`src/rtl/oam_dma_if.sv`:
```
// ---------------------------------------------------------------------------
// oam_dma_if
//
// Signal bundle between the sprite-DMA engine and its surroundings:
// the CPU register decode, the CPU-side RAM port and the PPU OAM write port.
//
//   start, page, oam_start : $4014 write pulse, source page and OAMADDR
//   mem_addr, mem_cs_n,    : RAM address and controls (DMA is bus master
//   mem_rw_n, mem_data       while busy); mem_data is the resolved read bus
//   oam_addr, oam_wdata,   : OAM write port
//   oam_we
//   busy, cpu_rdy, done    : status / CPU halt / end-of-transfer pulse
//
// master : the DMA engine.
// slave  : the environment (CPU decode, RAM, OAM).
// ---------------------------------------------------------------------------
interface oam_dma_if;
    logic        start;
    logic [7:0]  page;
    logic [7:0]  oam_start;
    logic [15:0] mem_addr;
    logic        mem_cs_n;
    logic        mem_rw_n;
    logic [7:0]  mem_data;
    logic [7:0]  oam_addr;
    logic [7:0]  oam_wdata;
    logic        oam_we;
    logic        busy;
    logic        cpu_rdy;
    logic        done;

    modport master (
        input  start, page, oam_start, mem_data,
        output mem_addr, mem_cs_n, mem_rw_n,
        output oam_addr, oam_wdata, oam_we,
        output busy, cpu_rdy, done
    );

    modport slave (
        output start, page, oam_start, mem_data,
        input  mem_addr, mem_cs_n, mem_rw_n,
        input  oam_addr, oam_wdata, oam_we,
        input  busy, cpu_rdy, done
    );
endinterface

```
`src/rtl/oam_dma.sv`:
```
// ---------------------------------------------------------------------------
// oam_dma
//
// Sprite-DMA engine. A start pulse copies one page (PAGE_BYTES bytes) from
// the CPU RAM at {page, idx} into OAM at oam_start + idx (wrapping in OAM).
// Each byte takes two cycles: RD_ADDR presents the address to the
// registered-read RAM, RD_DATA sees the data and registers the OAM write,
// which then completes during the next byte's RD_ADDR cycle.
//
// Ports:
//   clk   : system clock, rising edge
//   rst_n : asynchronous active-low reset
//   bus   : oam_dma_if.master (start/page/oam_start in, RAM controls out,
//           mem_data in, OAM write port out, busy/cpu_rdy/done out)
// ---------------------------------------------------------------------------
module oam_dma #(
    parameter int PAGE_BYTES = 256
) (
    input  logic      clk,
    input  logic      rst_n,
    oam_dma_if.master bus
);

    localparam logic [7:0] LAST_IDX = 8'(PAGE_BYTES - 1);

    typedef enum logic [2:0] {
        S_IDLE,
        S_HALT,
        S_RD_ADDR,
        S_RD_DATA,
        S_LAST
    } state_e;

    state_e      state_q, state_d;
    logic [7:0]  pg_q, pg_d;
    logic [7:0]  oa_q, oa_d;
    logic [7:0]  idx_q, idx_d;
    logic [15:0] mem_addr_q, mem_addr_d;
    logic        mem_cs_n_q, mem_cs_n_d;
    logic        oam_we_q, oam_we_d;
    logic [7:0]  oam_addr_q, oam_addr_d;
    logic [7:0]  oam_wdata_q, oam_wdata_d;
    logic        done_q, done_d;
    logic        reading;

    // NOTE: every signal gets a default before the case so no path leaves
    // it unassigned; a missing default here would infer a latch.
    always_comb begin
        state_d     = state_q;
        pg_d        = pg_q;
        oa_d        = oa_q;
        idx_d       = idx_q;
        oam_we_d    = 1'b0;
        oam_addr_d  = oam_addr_q;
        oam_wdata_d = oam_wdata_q;
        done_d      = 1'b0;

        unique case (state_q)
            S_IDLE: begin
                if (bus.start) begin
                    pg_d    = bus.page;
                    oa_d    = bus.oam_start;
                    idx_d   = 8'd0;
                    state_d = S_HALT;
                end
            end
            S_HALT:    state_d = S_RD_ADDR;
            S_RD_ADDR: state_d = S_RD_DATA;
            S_RD_DATA: begin
                oam_we_d    = 1'b1;
                oam_addr_d  = oa_q + idx_q;   // wraps inside OAM only
                oam_wdata_d = bus.mem_data;
                if (idx_q == LAST_IDX) begin
                    state_d = S_LAST;
                end else begin
                    idx_d   = idx_q + 8'd1;
                    state_d = S_RD_ADDR;
                end
            end
            S_LAST: begin
                state_d = S_IDLE;
                done_d  = 1'b1;
            end
            default: state_d = S_IDLE;
        endcase

        // RAM controls are registered from the next state so they line up
        // with the state they belong to and never see an input directly.
        reading    = (state_d == S_RD_ADDR) || (state_d == S_RD_DATA);
        mem_cs_n_d = !reading;
        mem_addr_d = reading ? {pg_d, idx_d} : 16'h0000;
    end

    // NOTE: sequential state uses non-blocking assignments so every flop
    // samples the pre-edge values regardless of statement order.
    always_ff @(posedge clk or negedge rst_n) begin
        if (!rst_n) begin
            state_q     <= S_IDLE;
            pg_q        <= 8'h00;
            oa_q        <= 8'h00;
            idx_q       <= 8'h00;
            mem_addr_q  <= 16'h0000;
            mem_cs_n_q  <= 1'b1;
            oam_we_q    <= 1'b0;
            oam_addr_q  <= 8'h00;
            oam_wdata_q <= 8'h00;
            done_q      <= 1'b0;
        end else begin
            state_q     <= state_d;
            pg_q        <= pg_d;
            oa_q        <= oa_d;
            idx_q       <= idx_d;
            mem_addr_q  <= mem_addr_d;
            mem_cs_n_q  <= mem_cs_n_d;
            oam_we_q    <= oam_we_d;
            oam_addr_q  <= oam_addr_d;
            oam_wdata_q <= oam_wdata_d;
            done_q      <= done_d;
        end
    end

    assign bus.mem_addr  = mem_addr_q;
    assign bus.mem_cs_n  = mem_cs_n_q;
    assign bus.mem_rw_n  = 1'b1;          // read-only master
    assign bus.oam_addr  = oam_addr_q;
    assign bus.oam_wdata = oam_wdata_q;
    assign bus.oam_we    = oam_we_q;
    assign bus.busy      = (state_q != S_IDLE);
    assign bus.cpu_rdy   = (state_q == S_IDLE);
    assign bus.done      = done_q;

endmodule

```
`src/flat_wrapper.sv`:
```
// flat-port wrapper written by rule: the top's interface ports become plain ports
module oam_dma_flat 
#(
    parameter int PAGE_BYTES = 256
)
  (clk, rst_n, bus_start, bus_page, bus_oam_start, bus_mem_data, bus_mem_addr, bus_mem_cs_n, bus_mem_rw_n, bus_oam_addr, bus_oam_wdata, bus_oam_we, bus_busy, bus_cpu_rdy, bus_done);
  oam_dma_if bus_i ();
  input  logic clk;
  input  logic rst_n;
  input wire logic [$bits(bus_i.start)-1:0] bus_start;
  input wire logic [$bits(bus_i.page)-1:0] bus_page;
  input wire logic [$bits(bus_i.oam_start)-1:0] bus_oam_start;
  input wire logic [$bits(bus_i.mem_data)-1:0] bus_mem_data;
  output wire logic [$bits(bus_i.mem_addr)-1:0] bus_mem_addr;
  output wire logic [$bits(bus_i.mem_cs_n)-1:0] bus_mem_cs_n;
  output wire logic [$bits(bus_i.mem_rw_n)-1:0] bus_mem_rw_n;
  output wire logic [$bits(bus_i.oam_addr)-1:0] bus_oam_addr;
  output wire logic [$bits(bus_i.oam_wdata)-1:0] bus_oam_wdata;
  output wire logic [$bits(bus_i.oam_we)-1:0] bus_oam_we;
  output wire logic [$bits(bus_i.busy)-1:0] bus_busy;
  output wire logic [$bits(bus_i.cpu_rdy)-1:0] bus_cpu_rdy;
  output wire logic [$bits(bus_i.done)-1:0] bus_done;
  assign bus_i.start = bus_start;
  assign bus_i.page = bus_page;
  assign bus_i.oam_start = bus_oam_start;
  assign bus_i.mem_data = bus_mem_data;
  assign bus_mem_addr = bus_i.mem_addr;
  assign bus_mem_cs_n = bus_i.mem_cs_n;
  assign bus_mem_rw_n = bus_i.mem_rw_n;
  assign bus_oam_addr = bus_i.oam_addr;
  assign bus_oam_wdata = bus_i.oam_wdata;
  assign bus_oam_we = bus_i.oam_we;
  assign bus_busy = bus_i.busy;
  assign bus_cpu_rdy = bus_i.cpu_rdy;
  assign bus_done = bus_i.done;
  oam_dma #(.PAGE_BYTES(PAGE_BYTES)) u_core (.clk(clk), .rst_n(rst_n), .bus(bus_i));
endmodule
```
`config.mk`:
```
export PLATFORM = sky130hd
export DESIGN_NAME = oam_dma_flat
export DESIGN_NICKNAME = d
export VERILOG_FILES = /design/src/rtl/oam_dma_if.sv /design/src/rtl/oam_dma.sv /design/src/flat_wrapper.sv
export SDC_FILE = /design/constraint.sdc
export NUM_CORES = 1
export LEC_CHECK = 0
export CAP_MARGIN = 5
export CORE_ASPECT_RATIO = 0.8
export CORE_MARGIN = 10
export CORE_UTILIZATION = 49
export CTS_BUF_LIST = sky130_fd_sc_hd__clkbuf_16
export DETAILED_ROUTE_END_ITERATION = 8
export MAX_ROUTING_LAYER = met4
export PLACE_DENSITY = 0.77
export SYNTH_ARGS = -nofsm -noshare
export SYNTH_HDL_FRONTEND = slang
export SYNTH_SLANG_ARGS = --single-unit
```
`constraint.sdc`:
```
create_clock -name clk -period 2.3 [get_ports clk]
set_input_delay 0.46 -clock clk [delete_from_list [all_inputs] [get_ports clk]]
set_output_delay 0.46 -clock clk [all_outputs]
set_load 0.01 [all_outputs]
```
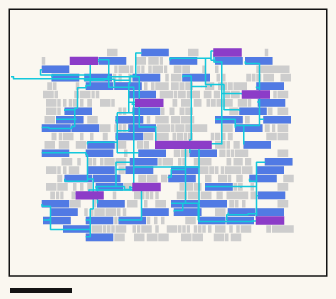
Figure 1: run 1, routed clock nets over the placement.
Scale bar: 20 um.
Blue shows flip-flops, count 62. Purple shows clock drivers, count 9. Cyan shows clock wires, length 827 um.
There are 10 routed clock nets.
Post-Route Skew: 0.00604 ns
clock network power share: 31.2%

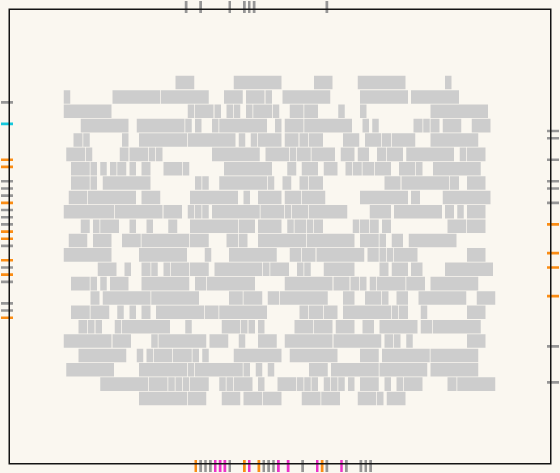
Figure 2: run 1, pin map.
Pins as bars across the die edge, other pins in grey.
Cyan shows clk, pins 1, direction input, edge left. Orange shows bus_mem_addr, pins 16, direction output, edge 8 left, 4 bottom, 4 right. Magenta shows bus_oam_wdata, pins 8, direction output, edge bottom.
quantity of I/O buffers inserted on ports: 63
horizontal die size: 102 um
Die Height: 85.8 um

==> summary.txt, run 1 <==
Notes on the flow outputs.

- The routed design could run at a clock period as short as between 2 and 2.5 ns.
- The fraction of registers with async set/reset is 100%.
- The number of global-route vias before repair is between 2000 and 2500.
- The register with the most flip-flops in the layout has 16 of them.
- The placed cell area is 0.00334 mm^2.
- The synthesized netlist net count reads 294.
- The critical path runs through a total of 2 cells.
- For reference, the top cells by count after synthesis are sky130_fd_sc_hd__nand2_1, sky130_fd_sc_hd__dfrtp_1, sky130_fd_sc_hd__a21oi_1.
- The via count of the routed design is a little over 2000.
- In the log, the iteration count for the first detailed-route pass is 4.
- The deepest level of the CTS H-tree reads 3.
- The final cycle utilization of the critical path reads 95.4%.
- The aggregate negative setup slack reads 0 ns.
- The final layout contains approximately 360 nets.
- The number of synthesized register bits reads 62.
- The number of sinks driven by the clock tree reads approximately 62.
- The analysis reports a worst IR drop on VDD of roughly 640 uV.
- TritonCTS built the clock tree.
- The final timing report counts setup violations totalling 0.
- Together, buffers and inverters on the worst path number 1.
- The met2 track utilization from global routing reads between 20 and 25%.
- The via density per instance is between 5 and 6.
- In the synthesized netlist the dominant register cell turns out to be sky130_fd_sc_hd__dfrtp_1.
- The number of placed instances, taps included, is between 300 and 400.
- The adder-cell area share of the yosys netlist reads around 4.5%.
- The dominant cell type by area after synthesis reads sky130_fd_sc_hd__dfrtp_1.
- The most repeated cell in the gate-level netlist after synthesis is sky130_fd_sc_hd__nand2_1.
- Setup slack on the worst reg-to-reg path comes out at 0.39 ns.
- The main kind of combinational logic by area is simple AND/OR/NAND/NOR gates.
- For this run the detailed placement stage logged an HPWL of roughly 4.4 mm.
- In the final layout, excluding clock inverters the inverter count is 7.
- The highest net fanout along the worst path is 5.
- The area taken by multi-input logic gates is around 0.0010 mm^2.
- The launching element type of the critical path reads a flop.
- The number of antenna violations at the first check in global routing is 0.
- The xor/xnor cell area share of the yosys netlist reads ~2.3%.
- The CTS buffer count is 9.
- The total overflow left after global routing is 0.
- The portion of synthesized cell area occupied by the leading cell type is about 58%.
- The site row count is 23.
- The most common logic cells in the final layout are sky130_fd_sc_hd__nand2_1, sky130_fd_sc_hd__clkdlybuf4s50_1, sky130_fd_sc_hd__dfrtp_1.
- The critical path's top delay family reads buffers and inverters.
- The routed length on met3 is ~540 um.
- The layout overhead on the synthesized area reads 36.6%.
- The per-instance average area after synthesis is 10.3 um^2.
- The beginning of the worst register-to-register path reads u_core.idx_q[0]$_DFF_PN0_.
- The final max-slew violation count recorded for this run is 0.
- The total cells reported by yosys after synthesis reads roughly 260.
- The sum of routed wire length over all layers is between 6 and 7 mm.
- The global router's overall resource usage is 15.8%.
- The number of distinct library cells after synthesis is roughly 43.
- The count of buffers not belonging to the clock network in the layout is between 60 and 70.
- The peak per-stage delay on the critical path reads 0.61 ns.
- In this run, post-CTS repair resized a total of 0 instances.
- For reference, the critical path cell chain is nor3_2 -> clkdlybuf4s50_1.
- The proportion of synthesized area in mux cells is about 1.1%.
- The logic share of the area is approximately 28%.
- The die covers around 0.0088 mm^2.
- Per the layout report, the design carries 403 filler cells.
- The repair_antennas step left the layout with diodes totalling 0.
- The multi-input combinational gate total is ~180.
- The post-detailed-route DRC marker count is 0.
- The cell with the largest stage delay on the worst path is sky130_fd_sc_hd__clkdlybuf4s50_1.
- Yosys attributes the largest share of cell area to sky130_fd_sc_hd__dfrtp_1, sky130_fd_sc_hd__nand2_1, sky130_fd_sc_hd__ha_1.
- In this run the cell area of the synthesized design comes to roughly 0.0027 mm^2.
- In this run the count of I/O pins placed on the die edge is around 65.
- The area used by sequential logic in the layout is around 0.0016 mm^2.
- The critical path starts at u_core.state_q[1]$_DFF_PN0_.
- In this run, synthesis inferred 0 flip-flops with an integrated enable.
- The path type of the worst setup path is flop to output pin.
- The clock latency at the later pin of the worst-skew pair is ~0.33 ns.
- The power density over cell area reads approximately 1200 mW/mm^2.
- The run finished with clean final reports.
- The worst-case reg-to-reg path depth reads 8.
- In the final report, the number of hold violations comes to 0.
- The critical path data arrival time reads between 1.5 and 2 ns.
- Signal routing reaches up to met4.
- In the floorplan report the effective utilization is 51.8%.
- Entering global routing, the biggest net connects between 60 and 70 pins.
- Per the GRT log, the top usage layer is met2.
- The met3 layer usage reported by global route is about 6.6%.
- Looking at the worst setup and hold paths, the clock pins of their registers show a slew of approximately 0.05 ns.
- The hold buffer count at CTS is 0.
- The relative area of non-clock buffer cells in the final design reads a little under a fifth.
- The most frequent logic cell in the layout is sky130_fd_sc_hd__nand2_1.
- Of the synthesized area, sequential elements account for 58.5%.
- The endpoint of the worst-slack reg-to-reg timing path reads u_core.bus.oam_addr[6]$_DFFE_PN0P_.
- The type of the most critical hold path reads input pin to asynchronous set/reset pin.
- The maximum buffer depth of the clock tree is 2.
- The warning count from the yosys run reads 0.
- The global-route track usage on met1 reads 19.0%.
- The number of clock-tree buffers in the layout reads 9.
- The static leakage is ~1.7 nW.
- Setup repair after global routing left no endpoint under its margin.
- For this run, the chip area from Yosys synthesis comes to around 0.0027 mm^2.
- The routed wire length per instance is 15.8 um.
- The OpenROAD warning count reads 26.
- The number of setup buffers added after CTS is 0.
- After Yosys synthesis, and, or, nand and nor cells account for between 20% and 30% of the synthesized area.
- After routing the design area is roughly 0.0036 mm^2.
- The maximum clock frequency is 0.456 GHz.
- The critical path data required time reads 1.84 ns.
- The count of routing violations after the opening detailed-route iteration reads 84.
- At the end of routability-driven placement, the weighted congestion stood at a little over 0.8.
- The biggest cell category by area in the final layout reads registers.
- The number of nets with antenna violations after detailed routing is 0.
- The share of cell area taken by flip-flops and latches is a little over two fifths.
- The region available for standard cell placement spans 0.00512 mm^2.
- After technology mapping, the gate count stands at between 200 and 300.
- The final-layout clock-cell area share is about 8.0%.
- Cells with a size suffix above 1 make up under 10% of the layout.
- The nature of the critical path endpoint is an output pin.
- The buffer cell driving the clock tree root is sky130_fd_sc_hd__clkbuf_16.
- The number of maximum-capacitance violations reads 0.
- The destination of the critical timing path reads bus_cpu_rdy.
- Of the total synthesized cell area, the portion taken by AND-OR and OR-AND cells is 9.19%.
- The first-pass GRT wire length is roughly 11 mm.
- The routed design uses 2.78 mm of met2 wire.
- For this block, wires on met1 add up to 2.80 mm.
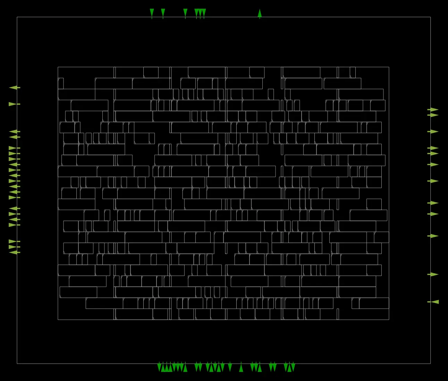
Figure 3: run 1, cell placement.
number of tap cells inserted: 62
non-filler instance count after layout: 393
Layout Utilization: 70.8%
number of sequential cells in the layout: 62

## run 1: per-stage QoR
| step | setup slack, ns | hold slack, ns | power [mW] |
|---|---|---|---|
| finish | 0.106 | 0.131 | 4.19 |
| global route | 0.0242 | 0.148 | 4.44 |
| CTS | 0.0778 | 0.137 | 4.23 |
| global placement | 0.468 | 0.451 | 2.86 |
| detailed placement | 0.410 | 0.457 | 2.89 |
| floorplan | 0.522 | 0.164 | 2.25 |
## run 1: power breakdown
| group | switching, mW | internal, mW |
|---|---|---|
| combinational | 0.631 | 0.675 |
| clock | 0.477 | 0.828 |
| sequential | 0.199 | 1.38 |
| total | 1.31 | 2.88 |
Figure 4. Cell density map (run 1).
The die is cut into 10 by 9 equal tiles; white is low, dark blue is high, 0 to 100% covered.
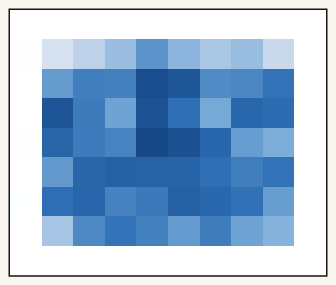

==> run 2, diff against run 1 <==
--- a/config.mk
+++ b/config.mk
@@ -8,11 +8,12 @@
 export CAP_MARGIN = 5
 export CORE_ASPECT_RATIO = 0.8
 export CORE_MARGIN = 10
-export CORE_UTILIZATION = 49
+export CORE_UTILIZATION = 55
 export CTS_BUF_LIST = sky130_fd_sc_hd__clkbuf_16
 export DETAILED_ROUTE_END_ITERATION = 8
+export DONT_BUFFER_PORTS = 1
 export MAX_ROUTING_LAYER = met4
-export PLACE_DENSITY = 0.77
+export PLACE_DENSITY = 0.68
 export SYNTH_ARGS = -nofsm -noshare
 export SYNTH_HDL_FRONTEND = slang
 export SYNTH_SLANG_ARGS = --single-unit
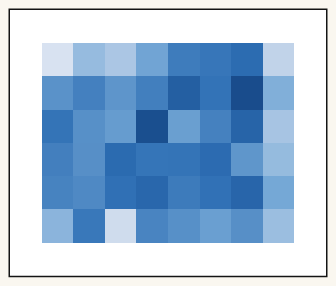
Figure 5: run 2, cell density map.
The die is cut into 10 by 8 equal tiles; white is low, dark blue is high, 0 to 100% covered.
11% of the tiles are over 75% full. The densest ninth of the die: middle. The mean over all tiles is 37%.
effective utilization at floorplan: 57.4%
Layout Utilization: 65.5%

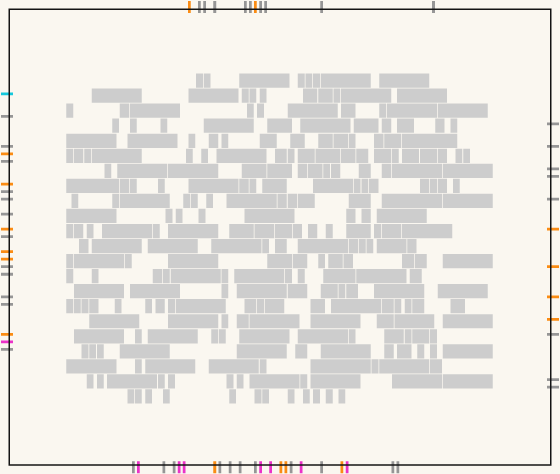
Figure 6: run 2, pin map.
Pins as bars across the die edge, other pins in grey.
Magenta shows bus_oam_wdata, pins 8, direction output, edge 7 bottom, 1 left. Cyan shows clk, pins 1, direction input, edge left. Orange shows bus_mem_addr, pins 16, direction output, edge 6 left, 4 bottom, 4 right, 2 top.
All pins by edge: 22 bottom, 20 left, 12 right, 11 top.
Die Height: 82.1 um
quantity of I/O buffers inserted on ports: 0

==> run 2 against run 1 <==
Non-clock buffer count shrank 62. Count of clock-buffer cells in the layout is the same. Largest cell class unchanged. Clock power grew 5%. Core utilization shrank 5.3 points. Highest routed layer unchanged. Final cell count shrank 16%. Critical endpoint is now u_core.bus.oam_addr[6]$_DFFE_PN0P_. Via count shrank 14%. Sequential cell count is the same. Sequential share of layout area grew 8.5 points. Wire length shrank 8.2%. Clock skew shrank 0.0014 ns. Die area shrank 8.6%. Synthesized area is the same.
==> summary.txt, run 2 <==
Notes on the flow outputs.

- Clock tree synthesis found a total of between 60 and 70 sinks.
- The flow ran to the end, and the final reports show no timing, DRC or antenna violations.
- The final tally of setup violations is 0.
- Per the detail_route report, DRC violations left total 0.
- The beginning of the worst register-to-register path reads u_core.idx_q[0]$_DFF_PN0_.
- The fraction of cell area in multi-input combinational cells is reported as 33.7%.
- The number of synthesized register bits reads a little over 60.
- A synthesized cell averages slightly above 10 um^2.
- In this design, the largest share of critical-path delay is due to AND-OR/OR-AND gates.
- Summing the areas of all and, or, nand and nor instances in the mapped netlist gives 21.1% of the synthesized area.
- Once iteration 0 of detailed routing completed, the report listed about 100 DRC markers.
- The setup skew after layout reads 0.00467 ns.
- The multi-input combinational gate total is roughly 180.
- Setup repair after global routing left no endpoint under its margin.
- The minimum clock period after layout is approximately 2.0 ns.
- Yosys mapped a number of flops with a built-in enable equal to 0.
- The number of global-route vias before repair is 1847.
- The sequential group share of total power reads ~44%.
- The number of placed instances, taps included, is 313.
- The uppermost metal layer occupied by signal nets is met4.
- The maximum buffer depth of the clock tree reads 2.
- The first detailed-routing pass ran for 4 iterations.
- The met2 track utilization from global routing reads 23.0%.
- The minimum hold slack is between 0.008 and 0.009 ns.
- Multiplexer cells account for 1.13% of the synthesized area.
- The HPWL after detailed placement is 4.01 mm.
- Counting only logic cells after layout, the most numerous master is sky130_fd_sc_hd__nand2_1.
- The synthesized netlist has a Yosys-reported chip area of roughly 0.0027 mm^2.
- The area used by sequential logic in the layout is between 0.0015 and 0.002 mm^2.
- The area inside the core boundary is about 0.0046 mm^2.
- The endpoint of the worst-slack reg-to-reg timing path reads u_core.bus.oam_addr[6]$_DFFE_PN0P_.
- The share of cell area taken by flip-flops and latches is 51.3%.
- The total cells reported by yosys after synthesis reads ~260.
- For reference, the top cells by count after synthesis are sky130_fd_sc_hd__nand2_1, sky130_fd_sc_hd__dfrtp_1, sky130_fd_sc_hd__a21oi_1.
- The aggregate negative setup slack is 0 ns.
- Summed over all nets, wire length on met3 after detailed routing comes to roughly 380 um.
- The power in the clock group reads 1.37 mW.
- The first-pass GRT wire length reads around 9.6 mm.
- The ratio of cells with drive above 1 in the final layout is about 10%.
- The cell sequence reported for the critical path is ha_1 -> inv_1 -> fa_1 -> nor2b_1 -> o31a_1 -> o21a_1 -> o21a_1 -> o31ai_1.
- The combinational share of power is between 20% and 30%.
- The routed design has around 5.7 mm of wire.
- The global-route track usage on met1 is 18.6%.
- The site row count reads 22.
- After synthesis, the largest family of logic cells by area is simple AND/OR/NAND/NOR gates.
- The count of buffering cells on the critical path with inverters included is 1.
- The worst path uses 85.3% of the clock period.
- The placer's final routability congestion estimate reads about 0.9.
- By instance count after routing, the leading logic cell types are sky130_fd_sc_hd__nand2_1, sky130_fd_sc_hd__dfrtp_1, sky130_fd_sc_hd__a21oi_1.
- Yosys reports that the leading cell type by area covers 57.5% of the netlist area.
- For this design the ratio of total power to cell area is 1270 mW/mm^2.
- The count of inserted antenna diode cells is 0.
- The critical path data arrival time is ~2.2 ns.
- The script extracted a net switching power of approximately 1.2 mW.
- The area taken by multi-input logic gates reads a little over 0.001 mm^2.
- The global route total overflow is 0.
- The reg2reg setup slack reads between 0.3 and 0.4 ns.
- The nature of the critical path endpoint is a flop.
- The detailed router placed around 1800 vias in this run.
- The global router's overall resource usage is between 15 and 20%.
- According to the timing report, the critical path is captured at u_core.bus.oam_addr[6]$_DFFE_PN0P_.
- The routed metal-1 wirelength reads ~2.8 mm.
- The most repeated cell in the gate-level netlist after synthesis is sky130_fd_sc_hd__nand2_1.
- Ranked by total cell area, the synthesized netlist is headed by sky130_fd_sc_hd__dfrtp_1, sky130_fd_sc_hd__nand2_1, sky130_fd_sc_hd__ha_1.
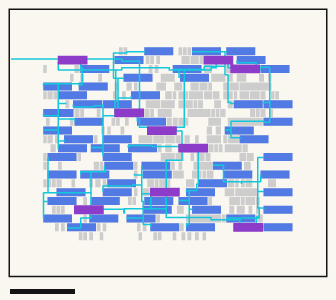
Figure 7: run 2, routed clock nets over the placement.
Scale bar: 20 um.
Blue shows flip-flops, count 62. Cyan shows clock wires, length 753 um. Purple shows clock drivers, count 9.
There are 10 routed clock nets.
clk ins delay skew pair: 0.32 ns
clock network power share: 35.6%

## run 2: cell counts after synthesis
No cell type changed its count.
## run 2: per-stage QoR
stage	worst slack, ns	utilization (%)
after floorplan	0.522	-
after global placement	0.460	58.3
after detailed placement	0.353	58.3
after CTS	0.341	65.5
after global routing	0.210	65.5
final	0.338	65.5
## run 2: what timing repair did
item                                   4_1_cts  5_1_grt
setup endpoints to repair                    0        0
hold buffers                                 1        0
endpoints found under the hold margin       62        0
## run 2: worst reg2reg max path, delay by kind of cell, from the launching register on
family | cells | cell delay [ns]
AOI/OAI and AO/OA | 4 | 0.85
adders and majority gates | 2 | 0.45
buffers and inverters | 1 | 0.07
DFF | 1 | 0.42
and+or+nand+nor | 1 | 0.07
Power is estimated from default activity; no workload was simulated.
